## config.mk

```make
export PLATFORM = sky130hd
export DESIGN_NAME = pulse_seq_multi
export DESIGN_NICKNAME = d
export VERILOG_FILES = /design/src/rtl/pulse_seq_pkg.sv /design/src/rtl/pulse_seq_chan.sv /design/src/rtl/pulse_seq_multi.sv
export SDC_FILE = /design/constraint.sdc
export NUM_CORES = 2
export LEC_CHECK = 0
export CAP_MARGIN = 20
export CORE_MARGIN = 4
export CORE_UTILIZATION = 40
export CTS_CLUSTER_DIAMETER = 60
export CTS_CLUSTER_SIZE = 10
export DETAILED_ROUTE_END_ITERATION = 8
export GPL_ROUTABILITY_DRIVEN = 0
export SYNTH_ARGS = -nofsm -noshare
export SYNTH_HDL_FRONTEND = slang
export SYNTH_SLANG_ARGS = --single-unit
```

## constraint.sdc

```tcl
create_clock -name clk -period 6.15 [get_ports clk]
set_clock_uncertainty 0.15 [all_clocks]
set_input_delay 0.615 -clock clk [delete_from_list [all_inputs] [get_ports clk]]
set_output_delay 0.615 -clock clk [all_outputs]
set_load 0.05 [all_outputs]
```

## src/rtl/pulse_seq_pkg.sv

```systemverilog
// ----------------------------------------------------------------------------
// pulse_seq_pkg
// Shared types and helpers for the multi-channel pulse sequencer.
//   state_t      : sequencer FSM state (IDLE / RUN)
//   DEF_*        : default parameter values used by pulse_seq_multi
//   chan_field() : extracts channel idx (field width fw) from a packed
//                  per-channel configuration vector
// ----------------------------------------------------------------------------
package pulse_seq_pkg;

   typedef enum logic {
      IDLE = 1'b0,
      RUN  = 1'b1
   } state_t;

   localparam int DEF_NCH    = 4;
   localparam int DEF_CW     = 32;
   localparam int DEF_TW     = 16;
   localparam int DEF_RW     = 8;
   localparam int DEF_SYNC_W = 8;

   // Widest packed vector chan_field() accepts: 8 channels of up to 64 bits.
   localparam int MAX_NCH = 8;
   localparam int MAX_FW  = 64;
   localparam int MAX_VW  = MAX_NCH * MAX_FW;

   // Callers zero-extend their vector to MAX_VW and truncate the result to
   // their own field width; the mask keeps neighbouring fields out.
   function automatic logic [MAX_VW-1:0] chan_field(
      input logic [MAX_VW-1:0] vec,
      input int unsigned       idx,
      input int unsigned       fw
   );
      return (vec >> (idx * fw)) & ~({MAX_VW{1'b1}} << fw);
   endfunction

endpackage

```

## src/rtl/pulse_seq_chan.sv

```systemverilog
// ----------------------------------------------------------------------------
// pulse_seq_chan
// One pulse channel: emits up to rep equal pulses of length width, spaced
// space clocks start-to-start, beginning at cnt == start. Edge positions are
// tracked incrementally; the channel state re-initialises at cnt == 0.
// Ports:
//   clk, rst_n : clock, asynchronous active-low reset
//   run        : sequencer is in RUN
//   block      : live inhibit of the output (state keeps advancing)
//   cnt        : period counter of the current cycle
//   start      : first pulse start
//   width      : pulse width (0 = silent)
//   space      : start-to-start spacing
//   rep        : pulse count (0 = silent)
//   pulse      : registered channel output, one clock behind cnt
// ----------------------------------------------------------------------------
module pulse_seq_chan
   import pulse_seq_pkg::*;
#(
   parameter int CW = DEF_CW,
   parameter int TW = DEF_TW,
   parameter int RW = DEF_RW
) (
   input  logic          clk,
   input  logic          rst_n,
   input  logic          run,
   input  logic          block,
   input  logic [CW-1:0] cnt,
   input  logic [TW-1:0] start,
   input  logic [TW-1:0] width,
   input  logic [TW-1:0] space,
   input  logic [RW-1:0] rep,
   output logic          pulse
);

   // One extra bit so start + k*space + width never wraps.
   logic [CW:0]   next_rise, fall;
   logic [CW:0]   rise_e, fall_e, cnt_x;
   logic [RW-1:0] remain, remain_e;
   logic          period_start, trig, high;

   always_comb begin
      cnt_x        = {1'b0, cnt};
      period_start = (cnt == '0);
      // At cnt == 0 use the fresh per-period values instead of the registers,
      // so a pulse still high at wrap is dropped and start == 0 fires at once.
      rise_e       = period_start ? (CW+1)'(start) : next_rise;
      fall_e       = period_start ? '0 : fall;
      remain_e     = period_start ? rep : remain;
      // A rise falls on an exact cnt match; since cnt < per, rises at or past
      // per are never reached. space == 0 never matches again -> single pulse.
      trig         = run && (width != '0) && (remain_e != '0) && (cnt_x == rise_e);
      // Later pulses always fall later, so the latest fall covers overlapping
      // (retriggered) pulses as one continuous high.
      high         = run && (width != '0) && (trig || (cnt_x < fall_e));
   end

   always_ff @(posedge clk or negedge rst_n) begin
      if (!rst_n) begin
         next_rise <= '0;
         fall      <= '0;
         remain    <= '0;
         pulse     <= 1'b0;
      end else begin
         if (trig) begin
            next_rise <= rise_e + (CW+1)'(space);
            fall      <= cnt_x + (CW+1)'(width);
            remain    <= remain_e - RW'(1);
         end else begin
            next_rise <= rise_e;
            fall      <= fall_e;
            remain    <= remain_e;
         end
         pulse <= high && !block;
      end
   end

endmodule

```

## src/rtl/pulse_seq_multi.sv

```systemverilog
// ----------------------------------------------------------------------------
// pulse_seq_multi
// Multi-channel pulse sequencer. Holds a pending and an active configuration
// bank, the IDLE/RUN FSM, the period counter and SYNC generation; each channel
// is a pulse_seq_chan instance. A new configuration is applied only at a
// period wrap (or immediately when idle), so outputs never glitch mid-period.
// Ports:
//   clk, rst_n  : sequencer clock, asynchronous active-low reset
//   cfg_valid   : one-cycle strobe capturing cfg_* into the pending bank
//   cfg_per     : period in clocks
//   cfg_start   : per-channel first pulse start, channel i at [i*TW +: TW]
//   cfg_width   : per-channel pulse width
//   cfg_space   : per-channel start-to-start spacing
//   cfg_rep     : per-channel pulse count, channel i at [i*RW +: RW]
//   block       : live inhibit forcing all pulse_out low
//   cfg_ack     : one-cycle pulse when the pending bank became active
//   sync_out    : period marker, high for min(SYNC_W, per) clocks
//   pulse_out   : channel switch drives
//   running     : FSM is in RUN (active period >= 2)
// ----------------------------------------------------------------------------
module pulse_seq_multi
   import pulse_seq_pkg::*;
#(
   parameter int NCH    = DEF_NCH,
   parameter int CW     = DEF_CW,
   parameter int TW     = DEF_TW,
   parameter int RW     = DEF_RW,
   parameter int SYNC_W = DEF_SYNC_W
) (
   input  logic              clk,
   input  logic              rst_n,
   input  logic              cfg_valid,
   input  logic [CW-1:0]     cfg_per,
   input  logic [NCH*TW-1:0] cfg_start,
   input  logic [NCH*TW-1:0] cfg_width,
   input  logic [NCH*TW-1:0] cfg_space,
   input  logic [NCH*RW-1:0] cfg_rep,
   input  logic              block,
   output logic              cfg_ack,
   output logic              sync_out,
   output logic [NCH-1:0]    pulse_out,
   output logic              running
);

   state_t            state, state_nxt;
   logic [CW-1:0]     cnt, cnt_nxt;
   logic [CW-1:0]     sync_lim;
   logic              wrap, copy, sync_hit;

   logic [CW-1:0]     act_per,   pnd_per;
   logic [NCH*TW-1:0] act_start, pnd_start;
   logic [NCH*TW-1:0] act_width, pnd_width;
   logic [NCH*TW-1:0] act_space, pnd_space;
   logic [NCH*RW-1:0] act_rep,   pnd_rep;
   logic              pnd_flag;

   // ---------------------------------------------------------------- FSM / counter
   always_comb begin
      // NOTE: every signal gets a default first so no path leaves it unassigned,
      // which would otherwise infer a latch.
      state_nxt = state;
      cnt_nxt   = cnt;
      wrap      = (cnt == act_per - CW'(1));
      copy      = pnd_flag && ((state == IDLE) || wrap);

      case (state)
         IDLE:    cnt_nxt = '0;
         RUN:     cnt_nxt = wrap ? '0 : cnt + CW'(1);
         default: cnt_nxt = '0;
      endcase

      // Applying the pending bank always restarts the period; a period below
      // 2 cannot run and parks the sequencer.
      if (copy) begin
         cnt_nxt   = '0;
         state_nxt = (pnd_per >= CW'(2)) ? RUN : IDLE;
      end

      sync_lim = (act_per < CW'(SYNC_W)) ? act_per : CW'(SYNC_W);
      sync_hit = (state == RUN) && (cnt < sync_lim);
   end

   always_ff @(posedge clk or negedge rst_n) begin
      if (!rst_n) begin
         state     <= IDLE;
         cnt       <= '0;
         cfg_ack   <= 1'b0;
         sync_out  <= 1'b0;
         pnd_flag  <= 1'b0;
         // NOTE: the configuration banks are reset too, because an all-zero
         // active bank is what guarantees silent outputs after reset.
         act_per   <= '0;
         act_start <= '0;
         act_width <= '0;
         act_space <= '0;
         act_rep   <= '0;
         pnd_per   <= '0;
         pnd_start <= '0;
         pnd_width <= '0;
         pnd_space <= '0;
         pnd_rep   <= '0;
      end else begin
         // NOTE: non-blocking assignments so every register samples the
         // pre-edge values regardless of statement order.
         state    <= state_nxt;
         cnt      <= cnt_nxt;
         cfg_ack  <= copy;
         sync_out <= sync_hit;
         // A strobe coinciding with a copy stays pending for the next wrap.
         pnd_flag <= cfg_valid | (pnd_flag & ~copy);
         if (copy) begin
            act_per   <= pnd_per;
            act_start <= pnd_start;
            act_width <= pnd_width;
            act_space <= pnd_space;
            act_rep   <= pnd_rep;
         end
         if (cfg_valid) begin
            pnd_per   <= cfg_per;
            pnd_start <= cfg_start;
            pnd_width <= cfg_width;
            pnd_space <= cfg_space;
            pnd_rep   <= cfg_rep;
         end
      end
   end

   assign running = (state == RUN);

   // ---------------------------------------------------------------- channels
   for (genvar i = 0; i < NCH; i++) begin : g_chan
      logic [TW-1:0] start_i, width_i, space_i;
      logic [RW-1:0] rep_i;

      assign start_i = TW'(chan_field(MAX_VW'(act_start), i, TW));
      assign width_i = TW'(chan_field(MAX_VW'(act_width), i, TW));
      assign space_i = TW'(chan_field(MAX_VW'(act_space), i, TW));
      assign rep_i   = RW'(chan_field(MAX_VW'(act_rep),   i, RW));

      pulse_seq_chan #(
         .CW (CW),
         .TW (TW),
         .RW (RW)
      ) u_chan (
         .clk   (clk),
         .rst_n (rst_n),
         .run   (state == RUN),
         .block (block),
         .cnt   (cnt),
         .start (start_i),
         .width (width_i),
         .space (space_i),
         .rep   (rep_i),
         .pulse (pulse_out[i])
      );
   end

endmodule

```

### Cells coloured by class

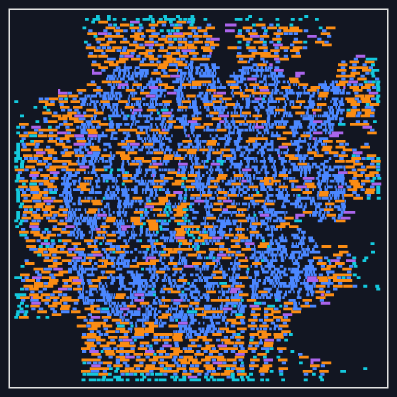
| colour | class | cells |
|---|---|---|
| cyan | remaining buffers and delay cells | 370 |
| purple | clock drivers and dummy loads | 151 |
| orange | sequential cells | 848 |
| blue | remaining logic cells | 3808 |

### The metal 4 layer

Cells faint in the background.
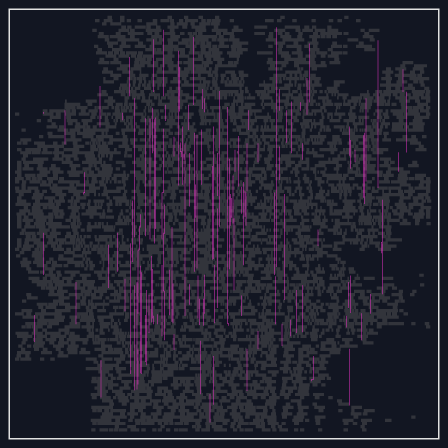
wire length on this layer: 6090 µm
main direction: vertical
longest straight run: 202 µm

### Clock routing

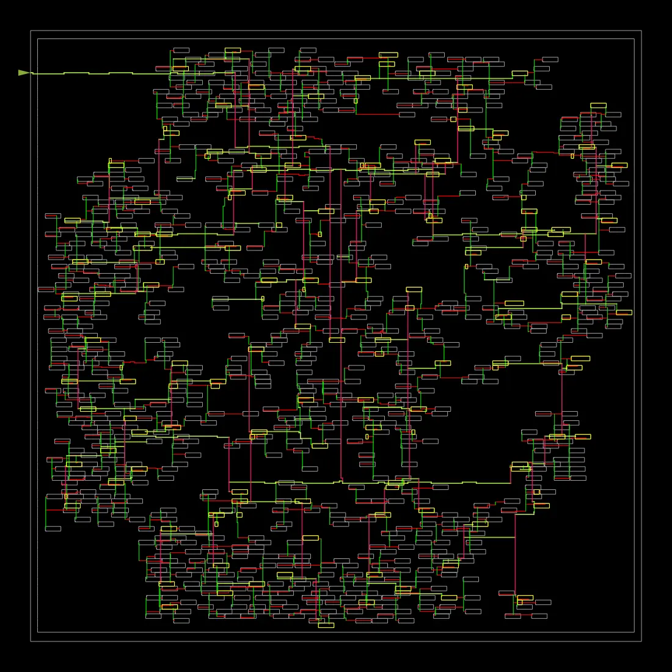
clk pwr: 0.00589 W
# clock sinks: 848
CLK BUF: 124

==> results.tsv <==
metric	value	unit
outcome	finished, final reports clean	
Synth Instances	4893	
Comb/total area	0.470	
bufs w/o clock	370	
adder share	0.0769	
routed via count	39400	
total gr overflow	0	
yosys cell count	4893	
CP arrival	5.91	ns
DRT Pass-1 Iters	6	
Synth Area in Simple Gates	0.156	
worst reg2reg setup slack	0.75	ns
Final Power	0.0195	W
DR WL met2	68.9	mm
RSZ-0062 raised after global routing	false	
Max Clk Rate	0.185	GHz
critical path class	register to register	
Worst slew margin	0.314	
Synth Area per Inst	10.2	µm²
most frequent cells in the layout	848 x dfrtp_1, 455 x nand2_1, 297 x mux2_2	
share of cells above drive strength 1	0.120	
fillcell total	11600	
mi-comb count	3691	
# Taps	1637	
wl on met1	66.7	mm
Setup WS pre-CTS	0.642	ns
final setup fails	0	
Dominant cell area share	0.425	
flop count	848	
CTS Buf Count	106	
Core Rows	129	
Reg area	0.0212	mm²
met1 Usage GRT	0.314	
final hold slack	0.0849	ns
fin. max-slew vios	0	
Critical Path End Type	register	
Max Cap Violations	0	
Finished Cell Area	0.0576	mm²
post-cts sizing count	0	
Top pwr grp	sequential cells	
setup repair bufs after CTS	0	
Final Core Density	0.466	
drt total wl	153	mm
CP Launch Type	register	
mapped cell area	0.0499	mm²
first-pass GRT wire length	236	mm
Crit Reg-Reg Startpoint	cnt[1]$_DFF_PN0_	
FF-to-FF path depth	14	
Commonest Layout Cell	dfrtp_1	
total number of H-tree levels	3	
Chip Area, Yosys	0.0499	mm²
Largest cell class	logic gates	
area fraction in mux cells	0.132	
Placed Cells	6661	
Complex Gates by Area	0.120	
CTS Buffer Depth	3	
routed len/inst	22.4	µm
cell with the most instances after synthesis	dfrtp_1	
DP HPWL	105	mm
leading area contributor after synthesis	dfrtp_1	
Crit path required time	6.66	ns
Psw	0.00692	W
detailed-route DRC error count	0	
global route hottest layer	met2	
number of I/O pins	267	
Yosys warning count	0	
power per cell area	338	mW/mm²
setup TNS	0	ns
period utilisation layout	0.878	
Top logic family	simple AND/OR/NAND/NOR gates	
sequential power share	0.363	
critical path startpoint	cnt[1]$_DFF_PN0_	
CTS clk-pin slew, worst paths	0.06	ns
Antenna Cells	1	
Comb gate area	0.0271	mm²
Die Width	361	µm
final net count	5696	
Peak VDD IR	0.000240	V
TritonCTS clock tree	built	
Yosys reg bits	848	
Reg2Reg Capture Point	g_chan[3].u_chan.fall[3]$_DFF_PN0_	
die area	0.130	mm²
Tot GR Track Use	0.231	
hold_sp	cfg_valid	
Logic inverters	117	
static leakage	25.8	nW
DP Area	0.0544	mm²
vias in the first global route	38800	
Hold Path Stages	2	
Clk Latency, worst-skew pair	0.75	ns
uppermost layer routed	met5	
number of enable flip-flop cells	0	
ys flop type	dfrtp_1	
vias per std cell	5.78	
slowest stage cell, crit path	nor3_2	
Worst-Margin Slew	1.02	ns
### Signal metal coverage by tile

36 x 36 tiles, from dark blue (low) to red (high), scaled to the fullest tile. Values are wire area over tile area, all layers added.
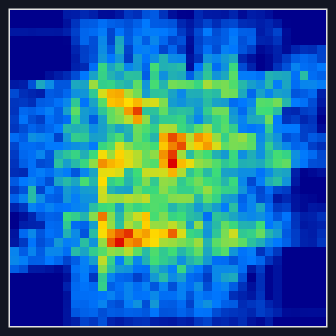
mean over tiles: 0.19
fullest tile: 0.69
tiles over half the peak: 17%
emptiest ninth of the die: lower right
nearly empty tiles: 13%
densest ninth of the die: centre

### Routed clock nets over the placement

Scale bar: 100 µm.
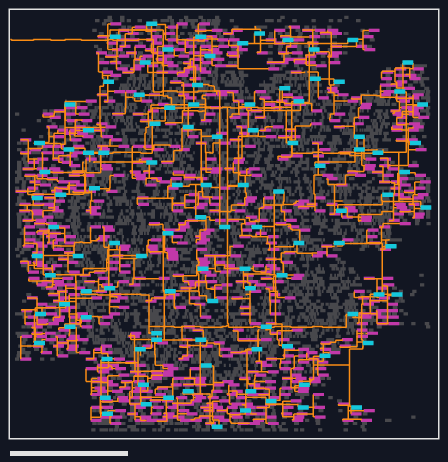
[magenta] flip-flops | count: 848
[cyan] clock-net drivers | count: 106
[orange] clock wires | length: 12700 µm
flops lie: widely spread

## critical path: cells and delay by family (launching register included)
| kind | cells | cell delay [ns] |
|---|---|---|
| adder cells (fa/ha/maj) | 2 | 0.41 |
| buffers and inverters | 3 | 0.99 |
| AND-OR/OR-AND | 2 | 0.24 |
| flip-flops | 1 | 0.37 |
| multiplexers | 1 | 0.28 |
| AND/OR/NAND/NOR | 6 | 2.83 |
## flip-flops by register name, summed over array words and instances, names as in the netlist
signal and flops:
cnt 32, g_chan.u_chan.next_rise 132, pnd_start 64, act_per 32, g_chan.u_chan.remain 32, sync_out 1
pnd_rep 32, cfg_ack 1, pnd_space 64, pnd_per 32, running 1, g_chan.u_chan.pulse 4
act_width 64, pnd_width 64, pnd_flag 1, g_chan.u_chan.fall 132, act_space 64, act_start 64
act_rep 32
Power and IR drop assume default switching activity.
